**src/rtl/mgr_mwc_pkt_writer.sv**
```systemverilog
// Memory write controller packet writer: buffers the manager-controller stream,
// filters packets by manager ID and writes payload words to consecutive memory addresses.
module mgr_mwc_pkt_writer #(
    parameter int DATA_W      = 64,
    parameter int ADDR_W      = 24,
    parameter int MGRID_W     = 6,
    parameter int CNTL_W      = 2,
    parameter int TYPE_W      = 2,
    parameter int PTYPE_W     = 4,
    parameter int FIFO_DEPTH  = 8,
    parameter int READY_SLACK = 4
) (
    input  logic               clk,
    input  logic               reset_poweron,
    input  logic               mcntl__mwc__valid,
    input  logic [CNTL_W-1:0]  mcntl__mwc__cntl,
    input  logic [TYPE_W-1:0]  mcntl__mwc__type,
    input  logic [PTYPE_W-1:0] mcntl__mwc__ptype,
    input  logic [DATA_W-1:0]  mcntl__mwc__data,
    input  logic               mcntl__mwc__pvalid,
    input  logic [MGRID_W-1:0] mcntl__mwc__mgrId,
    output logic               mwc__mcntl__ready,
    input  logic               mcntl__mwc__flush,
    input  logic [MGRID_W-1:0] sys__mgr__mgrId,
    output logic               mwc__mem__wr_en,
    output logic [ADDR_W-1:0]  mwc__mem__wr_addr,
    output logic [DATA_W-1:0]  mwc__mem__wr_data,
    input  logic               mem__mwc__wr_ready,
    output logic               mwc__mcntl__pkt_done,
    output logic [7:0]         mwc__mcntl__drop_count,
    output logic [2:0]         mwc__mcntl__err
);
    localparam int PTR_W  = $clog2(FIFO_DEPTH);
    localparam int CNT_W  = PTR_W + 1;
    localparam int WORD_W = CNTL_W + TYPE_W + PTYPE_W + DATA_W + 1 + MGRID_W;
    localparam logic [CNT_W-1:0]  DEPTH_C   = CNT_W'(FIFO_DEPTH);
    localparam logic [CNT_W-1:0]  SLACK_C   = CNT_W'(READY_SLACK);
    localparam logic [CNTL_W-1:0] C_SOM_EOM = CNTL_W'(0);
    localparam logic [CNTL_W-1:0] C_SOM     = CNTL_W'(1);
    localparam logic [CNTL_W-1:0] C_EOM     = CNTL_W'(3);

    typedef enum logic [1:0] {IDLE, DATA, DISCARD} state_t;

    state_t              state, next_state;
    logic [WORD_W-1:0]   fifo_mem [FIFO_DEPTH];
    logic [PTR_W-1:0]    wptr, rptr;
    logic [CNT_W-1:0]    cnt, cnt_next;
    logic                stg_vld_p0;
    logic [WORD_W-1:0]   stg_word_p0;
    logic [ADDR_W-1:0]   addr, next_addr;
    logic [15:0]         exp_cnt, next_exp;
    logic [15:0]         wcnt, next_wcnt;
    logic                done_pend, done_bad, flush_pend;

    logic [CNTL_W-1:0]   s_cntl;
    logic [TYPE_W-1:0]   s_type;
    logic [PTYPE_W-1:0]  s_ptype;
    logic [DATA_W-1:0]   s_data;
    logic                s_pvalid;
    logic [MGRID_W-1:0]  s_mgrid;
    logic                unused_fields;

    logic wr_busy, wr_accept, flush_act, proc, push_req, push, pop, overflow;
    logic issue, done_now, arm_done, arm_bad, len_err, proto_err, drop_inc;

    assign {s_cntl, s_type, s_ptype, s_data, s_pvalid, s_mgrid} = stg_word_p0;
    assign unused_fields = ^{s_type, s_ptype};

    assign wr_busy   = mwc__mem__wr_en && !mem__mwc__wr_ready;
    assign wr_accept = mwc__mem__wr_en && mem__mwc__wr_ready;
    assign flush_act = (mcntl__mwc__flush || flush_pend) && !wr_busy;
    // Header/payload handling waits for a free write slot and for any EOM write to land.
    assign proc      = stg_vld_p0 && !wr_busy && !done_pend && !mcntl__mwc__flush && !flush_pend;
    assign push_req  = mcntl__mwc__valid && !mcntl__mwc__flush && !flush_pend;
    assign overflow  = push_req && (cnt == DEPTH_C);
    assign push      = push_req && (cnt != DEPTH_C);
    assign pop       = (cnt != '0) && (!stg_vld_p0 || proc) && !mcntl__mwc__flush && !flush_pend;

    always_comb begin
        cnt_next = cnt;
        if (flush_act)
            cnt_next = '0;
        else if (push && !pop)
            cnt_next = cnt + CNT_W'(1);
        else if (!push && pop)
            cnt_next = cnt - CNT_W'(1);
    end

    always_comb begin
        next_state = state;
        next_addr  = addr;
        next_exp   = exp_cnt;
        next_wcnt  = wcnt;
        issue      = 1'b0;
        done_now   = 1'b0;
        arm_done   = 1'b0;
        arm_bad    = 1'b0;
        len_err    = 1'b0;
        proto_err  = 1'b0;
        drop_inc   = 1'b0;
        if (proc) begin
            if (s_cntl == C_SOM || s_cntl == C_SOM_EOM) begin
                proto_err = (state != IDLE);
                next_addr = s_data[ADDR_W-1:0];
                next_exp  = s_data[ADDR_W+15:ADDR_W];
                next_wcnt = '0;
                if (s_mgrid != sys__mgr__mgrId) begin
                    next_state = DISCARD;
                    drop_inc   = 1'b1;
                end else if (s_cntl == C_SOM_EOM) begin
                    next_state = IDLE;
                    done_now   = 1'b1;
                    len_err    = (s_data[ADDR_W+15:ADDR_W] != 16'd0);
                end else begin
                    next_state = DATA;
                end
            end else begin
                case (state)
                    IDLE: proto_err = 1'b1;
                    DATA: begin
                        if (s_pvalid) begin
                            issue     = 1'b1;
                            next_addr = addr + ADDR_W'(1);
                            next_wcnt = wcnt + 16'd1;
                        end
                        if (s_cntl == C_EOM) begin
                            next_state = IDLE;
                            if (s_pvalid) begin
                                arm_done = 1'b1;
                                arm_bad  = ((wcnt + 16'd1) != exp_cnt);
                            end else begin
                                done_now = 1'b1;
                                len_err  = (wcnt != exp_cnt);
                            end
                        end
                    end
                    default: if (s_cntl == C_EOM) next_state = IDLE;
                endcase
            end
        end
    end

    always_ff @(posedge clk) begin
        if (push)
            fifo_mem[wptr] <= {mcntl__mwc__cntl, mcntl__mwc__type, mcntl__mwc__ptype,
                               mcntl__mwc__data, mcntl__mwc__pvalid, mcntl__mwc__mgrId};
    end

    // FIFO pointers, pop stage and packet FSM
    always_ff @(posedge clk or posedge reset_poweron) begin
        if (reset_poweron) begin
            state       <= IDLE;
            wptr        <= '0;
            rptr        <= '0;
            cnt         <= '0;
            stg_vld_p0  <= 1'b0;
            stg_word_p0 <= '0;
            addr        <= '0;
            exp_cnt     <= '0;
            wcnt        <= '0;
            done_pend   <= 1'b0;
            done_bad    <= 1'b0;
            flush_pend  <= 1'b0;
        end else begin
            cnt <= cnt_next;
            if (flush_act) begin
                state      <= IDLE;
                wptr       <= '0;
                rptr       <= '0;
                stg_vld_p0 <= 1'b0;
                done_pend  <= 1'b0;
                flush_pend <= 1'b0;
            end else begin
                state   <= next_state;
                addr    <= next_addr;
                exp_cnt <= next_exp;
                wcnt    <= next_wcnt;
                if (mcntl__mwc__flush)
                    flush_pend <= 1'b1;
                if (push)
                    wptr <= wptr + PTR_W'(1);
                if (pop) begin
                    rptr        <= rptr + PTR_W'(1);
                    stg_vld_p0  <= 1'b1;
                    stg_word_p0 <= fifo_mem[rptr];
                end else if (proc) begin
                    stg_vld_p0 <= 1'b0;
                end
                if (arm_done) begin
                    done_pend <= 1'b1;
                    done_bad  <= arm_bad;
                end else if (wr_accept) begin
                    done_pend <= 1'b0;
                end
            end
        end
    end

    // Registered outputs: write port, ready, status
    always_ff @(posedge clk or posedge reset_poweron) begin
        if (reset_poweron) begin
            mwc__mem__wr_en        <= 1'b0;
            mwc__mem__wr_addr      <= '0;
            mwc__mem__wr_data      <= '0;
            mwc__mcntl__ready      <= 1'b0;
            mwc__mcntl__pkt_done   <= 1'b0;
            mwc__mcntl__drop_count <= '0;
            mwc__mcntl__err        <= '0;
        end else begin
            mwc__mcntl__ready    <= ((DEPTH_C - cnt_next) >= SLACK_C);
            mwc__mcntl__pkt_done <= done_now || (done_pend && wr_accept && !flush_act);
            if (issue) begin
                mwc__mem__wr_en   <= 1'b1;
                mwc__mem__wr_addr <= addr;
                mwc__mem__wr_data <= s_data;
            end else if (wr_accept) begin
                mwc__mem__wr_en <= 1'b0;
            end
            if (drop_inc && mwc__mcntl__drop_count != 8'hFF)
                mwc__mcntl__drop_count <= mwc__mcntl__drop_count + 8'd1;
            if (overflow)
                mwc__mcntl__err[0] <= 1'b1;
            if (proto_err)
                mwc__mcntl__err[1] <= 1'b1;
            if (len_err || (done_pend && wr_accept && done_bad && !flush_act))
                mwc__mcntl__err[2] <= 1'b1;
        end
    end
endmodule
```
**config.mk**
```make
export PLATFORM = sky130hd
export DESIGN_NAME = mgr_mwc_pkt_writer
export DESIGN_NICKNAME = d
export VERILOG_FILES = /design/src/rtl/mgr_mwc_pkt_writer.sv
export SDC_FILE = /design/constraint.sdc
export NUM_CORES = 1
export LEC_CHECK = 0
export CAP_MARGIN = 20
export CORE_MARGIN = 2
export CORE_UTILIZATION = 55
export CTS_CLUSTER_DIAMETER = 150
export CTS_CLUSTER_SIZE = 40
export DETAILED_ROUTE_END_ITERATION = 10
export PLACE_DENSITY_LB_ADDON = 0.3
export SLEW_MARGIN = 20
export SYNTH_ARGS = -nofsm -noshare
export SYNTH_HDL_FRONTEND = slang
export SYNTH_SLANG_ARGS = --single-unit
```
**constraint.sdc**
```tcl
create_clock -name clk -period 10.15 [get_ports clk]
set_input_delay 2.03 -clock clk [delete_from_list [all_inputs] [get_ports clk]]
set_output_delay 2.03 -clock clk [all_outputs]
set_load 0.01 [all_outputs]
```
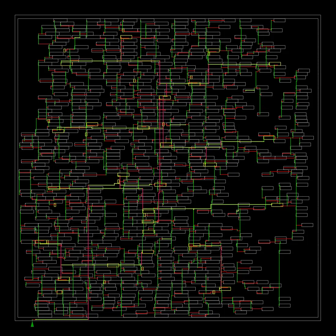
Fig. 1. Clock wiring as the flow saved it (run 1).
total CTS buffers: 24
Latency at later pin: 620 ps
Clock group: 1.40 mW
clk sinks: 831

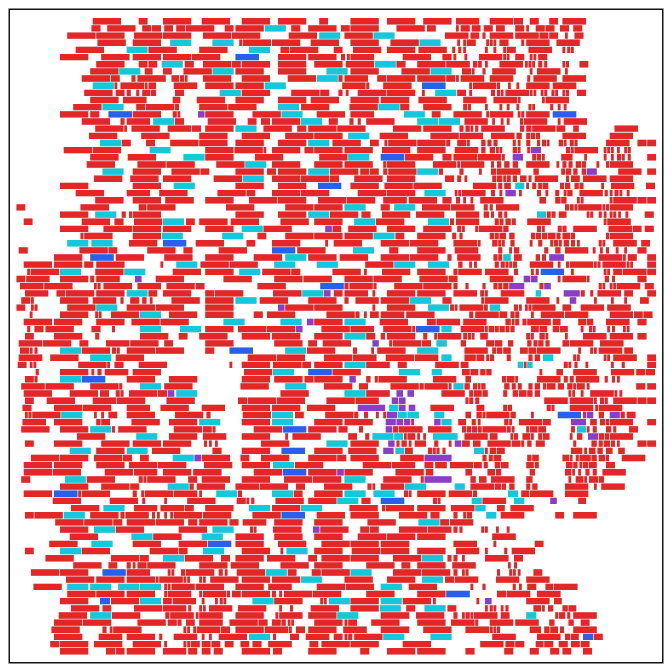
Fig. 2. Drive-strength map (run 1).
| color | size | cells | share |
|---|---|---|---|
| blue | x6 and larger | 27 | 1.2% |
| cyan | x2 | 176 | 8.1% |
| red | x1 and smaller | 1,930 | 88% |
| purple | x3 and x4 | 48 | 2.2% |

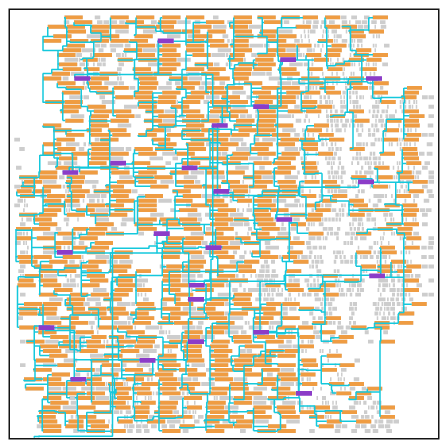
Fig. 3. Routed clock nets over the placement (run 1).
[orange] flip-flops | count: 831
[purple] clock-net drivers | count: 24
[cyan] clock wires | length: 7,500 um
routed clock nets: 25

==> notes.md, run 1 <==
flow finished, numbers: Row Count approximately 89, CTS Root Cell clkbuf_16, area of the die around 61,000 um^2, GP Congestion about 0.90, antenna viol nets, final 0, Die H 248 um, Critical Path Sink fifo_mem[6][21], final worst path period share between 40 and 50%, Area after DPL about 35,000 um^2, number of flip-flops in the largest register between 500 and 600, grt total ovfl 0, HPWL reported at the end of detailed placement slightly above 40,000 um, most used cell, CP buf_4, Crit Path Class input port to flop, DRC errors left 0, r2r endpoint fifo_mem[6][21], #MultiIn Comb 1,078, combinational share of cell area between 20% and 30%, Hold Startpoint stg_word_p0[54], Floorplan Nets 2,123, Port Buffers approximately 190, outcome finished clean, Power Total 7.25 mW, Logic pwr share a little over a fifth, Setup Skew 23.7 ps, Resize count post-CTS 0, Clk pin slew, worst setup/hold paths approximately 140 ps, GRT met2 Usage 37.1%, GRT met3 Usage 3.04%, Multi-input gate area about 8500 um^2, CP arrival ~5300 ps, simple share 7.40%, ant diodes 1, worst r2r src cnt[0], yosys cell count a little over 2,000, most frequent cells after synthesis edfxtp_1, nand2_1, dfrtp_1, leakage power about 13 nW, Net Sw Frac slightly below 30%, Die W 248 um, Worst R2R Setup Slack about 6400 ps, Avg Vias per Cell a little under 6, Mapped Area roughly 33,000 um^2, clock-cell share of area around 1.9%, leading cell category by total area sequential cells, busiest grt layer met2, clock buffer depth 3, Hold EP mwc__mem__wr_data[47], antenna violations before repair 6, CP startpoint kind input port, Yosys cell types around 61, placed cell count a little under 3,000, final non-filler cell total approximately 3,000, most flop-heavy register fifo_mem, Ys Warns 0, Max Fclk approximately 200 MHz, Hold Path Stages 2, Final setup viols 0, most frequent cells in the layout edfxtp_1, nand2_1, dfrtp_1, first-pass GRT wire length 103,000 um, Pint 5.15 mW, mux share a little over an eighth, Hold Fails Final Rpt 0, design area around 36,000 um^2, Synth-to-Final Area Change 10.4%, DR iter-0 viols roughly 1,500, top power group sequential cells, H-tree levels 1, I/O pin count around 190, most frequent cell after synthesis edfxtp_1, WHS around 490 ps, crit path DRT about 10,000 ps, area share, top type around 54%, Worst-Margin Slew a little over 1000 ps, CTS tree done, Buf/Inv on CP 3, CTS Hold Bufs 0, largest net degree at the start of global routing roughly 120
Fig. 4: run 1, M1 wires
Supply wires on this layer in gray.
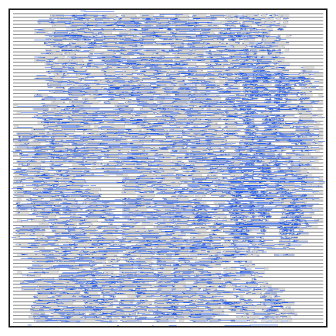

==> inputs of run 2 (changes only) <==
--- a/config.mk
+++ b/config.mk
@@ -7,7 +7,7 @@
 export LEC_CHECK = 0
 export CAP_MARGIN = 20
 export CORE_MARGIN = 2
-export CORE_UTILIZATION = 55
+export CORE_UTILIZATION = 54
 export CTS_CLUSTER_DIAMETER = 150
 export CTS_CLUSTER_SIZE = 40
 export DETAILED_ROUTE_END_ITERATION = 10
==> constraint.sdc (replaced) <==
create_clock -name clk -period 4.1 [get_ports clk]
set_input_delay 0.82 -clock clk [delete_from_list [all_inputs] [get_ports clk]]
set_output_delay 0.82 -clock clk [all_outputs]
set_load 0.01 [all_outputs]
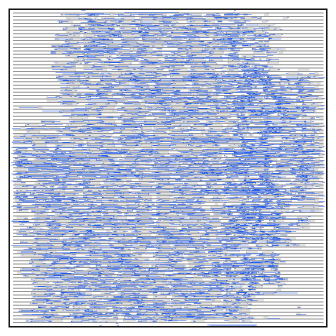
Fig. 5. M1 wires (run 2).
Supply wires on this layer in gray.
longest straight run: 79.6 um
main direction: horizontal
wire length on this layer: 29.6 mm
share of all routed wire: 43%
nets with wire on the layer: 2,115

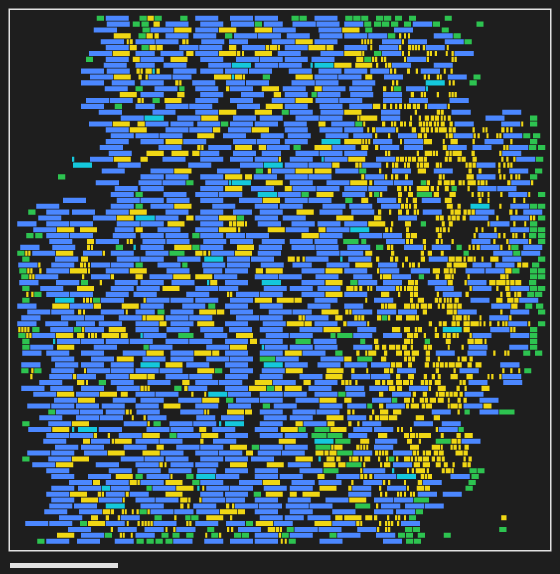
Fig. 6. Placement by cell class (run 2).
Bar = 50 um.
| color | class | cells | share of their area |
|---|---|---|---|
| blue | sequential cells | 831 | 67% |
| green | remaining buffers and delay cells | 228 | 6.8% |
| cyan | clock drivers and dummy loads | 44 | 2.0% |
| yellow | remaining logic cells | 1,090 | 24% |

==> run 2 against run 1 <==
Net effect:
- register-to-register slack got worse by 4900 ps
- critical path depth increased by 1
- worst setup slack got worse by 3700 ps
- sequential share of layout area decreased by 0.64 points
- sequential cell count unchanged
- utilization decreased by 0.66 points
- total power increased by 150%
==> notes.md, run 2 <==
flow finished, numbers: total CTS buffers 24, first-pass GRT wire length approximately 110,000 um, grt total ovfl 0, Critical Path Sink mwc__mcntl__drop_count[1], most frequent cells after synthesis edfxtp_1, nand2_1, dfrtp_1, Logic pwr share 21.5%, Row Count around 90, Hold Fails Final Rpt 0, design area around 36,000 um^2, CTS Hold Bufs 0, most frequent cell after synthesis edfxtp_1, mux share 13.1%, HPWL reported at the end of detailed placement about 41,000 um, H-tree levels 1, area of the die approximately 62,000 um^2, GRT met3 Usage around 2.3%, outcome finished clean, largest net degree at the start of global routing approximately 150, #MultiIn Comb 1,078, DR iter-0 viols approximately 1,700, Avg Vias per Cell roughly 6, worst r2r src cnt[0], Max Fclk 380 MHz, area share, top type ~54%, Buf/Inv on CP 1, antenna violations before repair 6, CTS tree done, Worst-Margin Slew about 1200 ps, Ys Warns 0, Mapped Area 32,700 um^2, Setup Skew between 30 and 40 ps, simple share between 7 and 8%, Die W between 200 and 250 um, WHS just under 500 ps, Power Total 18.1 mW, yosys cell count a little over 2,000, antenna viol nets, final 0, Latency at later pin about 630 ps, DRC errors left 0, Port Buffers about 190, CP startpoint kind input port, Clk pin slew, worst setup/hold paths 140 ps, Clock group ~3.5 mW, Pint roughly 13 mW, Final setup viols 0, Hold EP mwc__mem__wr_data[49], crit path max-delay cell type clkdlybuf4s50_1, busiest grt layer met2, leakage power around 13 nW, I/O pin count ~190, ant diodes 1, most flop-heavy register fifo_mem, Resize count post-CTS 0, clk sinks 831, placed cell count just under 3,000, Synth-to-Final Area Change 11.5%, Net Sw Frac between 20% and 30%, Floorplan Nets 2,123, CTS Root Cell clkbuf_16, Worst R2R Setup Slack between 1500 and 2000 ps
Fig. 7: run 2, drive-strength map
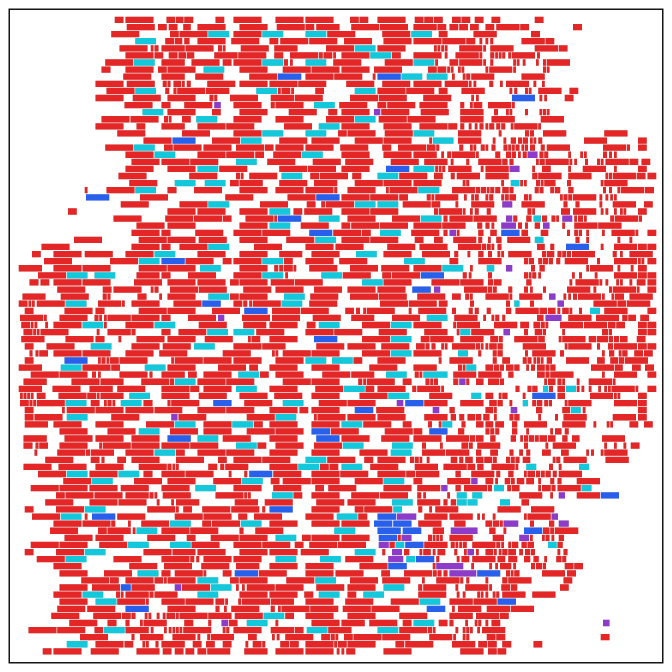

==> inputs of run 3 (changes only) <==
==> constraint.sdc (replaced) <==
create_clock -name clk -period 2.2 [get_ports clk]
set_input_delay 0.44 -clock clk [delete_from_list [all_inputs] [get_ports clk]]
set_output_delay 0.44 -clock clk [all_outputs]
set_load 0.01 [all_outputs]
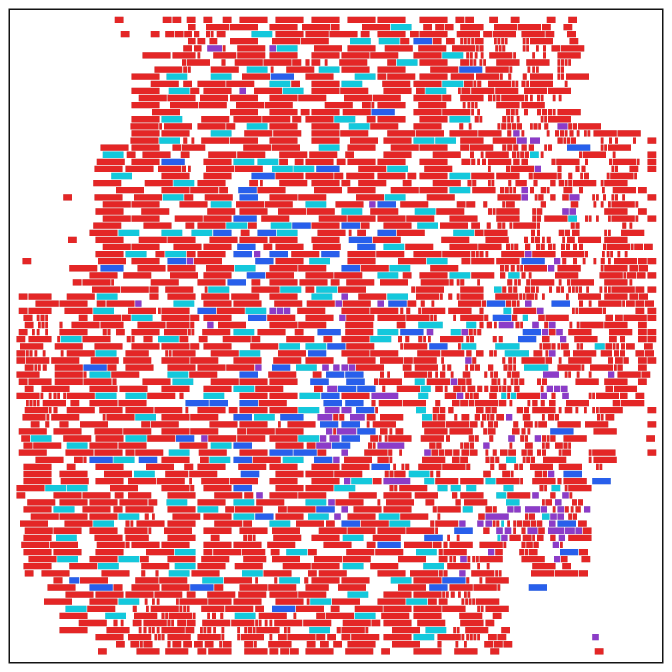
Fig. 8. Drive-strength map (run 3).
| color | size | cells | share |
|---|---|---|---|
| blue | x6 and larger | 95 | 4.1% |
| red | x1 and smaller | 1,918 | 83% |
| cyan | x2 | 181 | 7.9% |
| purple | x3 and x4 | 111 | 4.8% |

==> run 3 against run 2 <==
Net effect:
- register-to-register slack worse by 1400 ps
- routed wire length is 1.8% higher
- first-iteration DRC count is 6.5% higher
- global-route usage is 0.55 points higher
- final area is 4.2% higher
- hold slack worse by 130 ps
- critical endpoint is now mwc__mem__wr_addr[23]
==> notes.md, run 3 <==
flow finished, numbers: outcome finished clean, # Taps 782, ant diodes 0, leading cell category by total area sequential cells, Final setup viols 0, WHS between 300 and 400 ps, r2r endpoint addr[22], Signal inverters 12, leakage power 13.5 nW, top power group sequential cells, clock-cell share of area about 1.9%, Slew Limit Fails 0, Critical Path Sink mwc__mem__wr_addr[23], Logic pwr share roughly a quarter, worst r2r src addr[6], Resize count post-CTS 2, Crit Path Class flop to primary output, crit path max-delay cell type clkdlybuf4s50_1, Max Used Layer met5, area share, top type between 50% and 60%, simple share between 7 and 8%, Die H between 200 and 250 um, Worst-Margin Slew about 630 ps, Max Fclk 472 MHz, GRT met2 Usage between 30% and 40%, Setup Skew roughly 23 ps, PwrDens slightly above 900 nW/um^2, H-tree levels 1, #MultiIn Comb 1,078, utilization after layout about 63%, DR iter-0 viols around 1,800, Post-synth EDFFs between 500 and 600, CTS tree done, total CTS buffers 24, grt total ovfl 0, Sequential Area between 20,000 and 25,000 um^2, Yosys cell types 61, most flop-heavy register fifo_mem, HPWL reported at the end of detailed placement 47,200 um, mux share between 10% and 20%, Clk pin slew, worst setup/hold paths 140 ps, CP startpoint kind flop, busiest grt layer met2, R2R cell count 7, CP Max Fanout 2, Area after DPL between 30,000 and 40,000 um^2, CTS Root Cell clkbuf_16, GRT met3 Usage between 2 and 3%, Clock group around 6.5 mW, Pint 24.5 mW, most frequent cells after synthesis edfxtp_1, nand2_1, dfrtp_1, maximum VDD drop roughly 0.56 mV, nonclk buf count 340, clk sinks just over 800, Avg Vias per Cell approximately 5.8, placed cell count 3,043, Mapped Area ~33,000 um^2, core box area between 60,000 and 70,000 um^2, most frequent cells in the layout edfxtp_1, nand2_1, dfrtp_1, final non-filler cell total approximately 3,000, nets ~2,400, Port Buffers roughly 190, Latency at later pin approximately 620 ps, combinational share of cell area a little under a quarter, yosys cell count 2,026, Top cell excl fill/tap edfxtp_1, antenna viol nets, final 0, CLK BUF 43, Post-Synth XOR/XNOR Area between 1 and 1.5%, Multi-input gate area ~8600 um^2, Synth-to-Final Area Change 16.2%, Tot GR Track Use 22.4%, Floorplan Nets 2,123, design area about 38,000 um^2, I/O pin count ~190, Worst R2R Setup Slack approximately 100 ps, flop count approximately 830, Post-synth ARST share between 20% and 30%, GP Congestion ~0.87, clock buffer depth 3, number of flip-flops in the largest register ~580, DRC errors left 0, first-pass GRT wire length around 110,000 um, Ys Warns 0, Die W around 250 um, Net Sw Frac between 20% and 30%, antenna violations before repair 9, Buf/Inv on CP 1, CP arrival approximately 1700 ps, Row Count around 90, most frequent cell after synthesis edfxtp_1, final worst path period share approximately 96%, crit path DRT around 1800 ps, Pre-Place Util 54.3%, Dominant flop cell edfxtp_1, largest net degree at the start of global routing roughly 74, layout cells sized above 1 between 10% and 20%, Top cells by area edfxtp_1, dfrtp_1, mux4_2, CTS Hold Bufs 0, Hold Fails Final Rpt 0, Power Total ~34 mW, area of the die between 60,000 and 70,000 um^2, max cap viols 0, Psw 9.89 mW
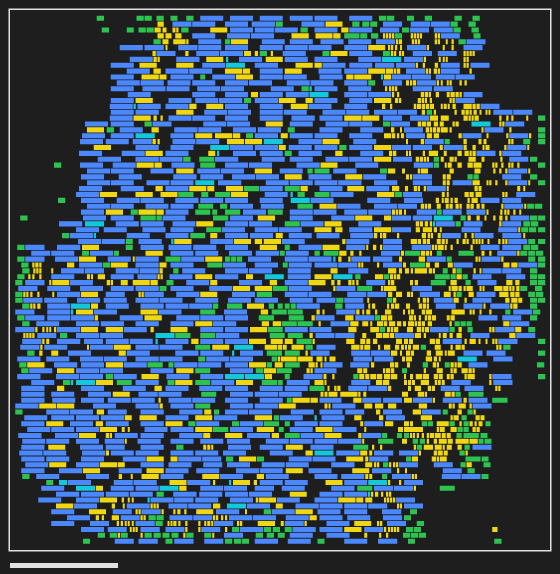
Fig. 9. Placement by cell class (run 3).
Bar = 50 um.
| color | class | cells | share of their area |
|---|---|---|---|
| green | remaining buffers and delay cells | 340 | 10% |
| blue | sequential cells | 831 | 64% |
| cyan | clock drivers and dummy loads | 44 | 1.9% |
| yellow | remaining logic cells | 1,090 | 23% |

Power and IR drop assume default switching activity.
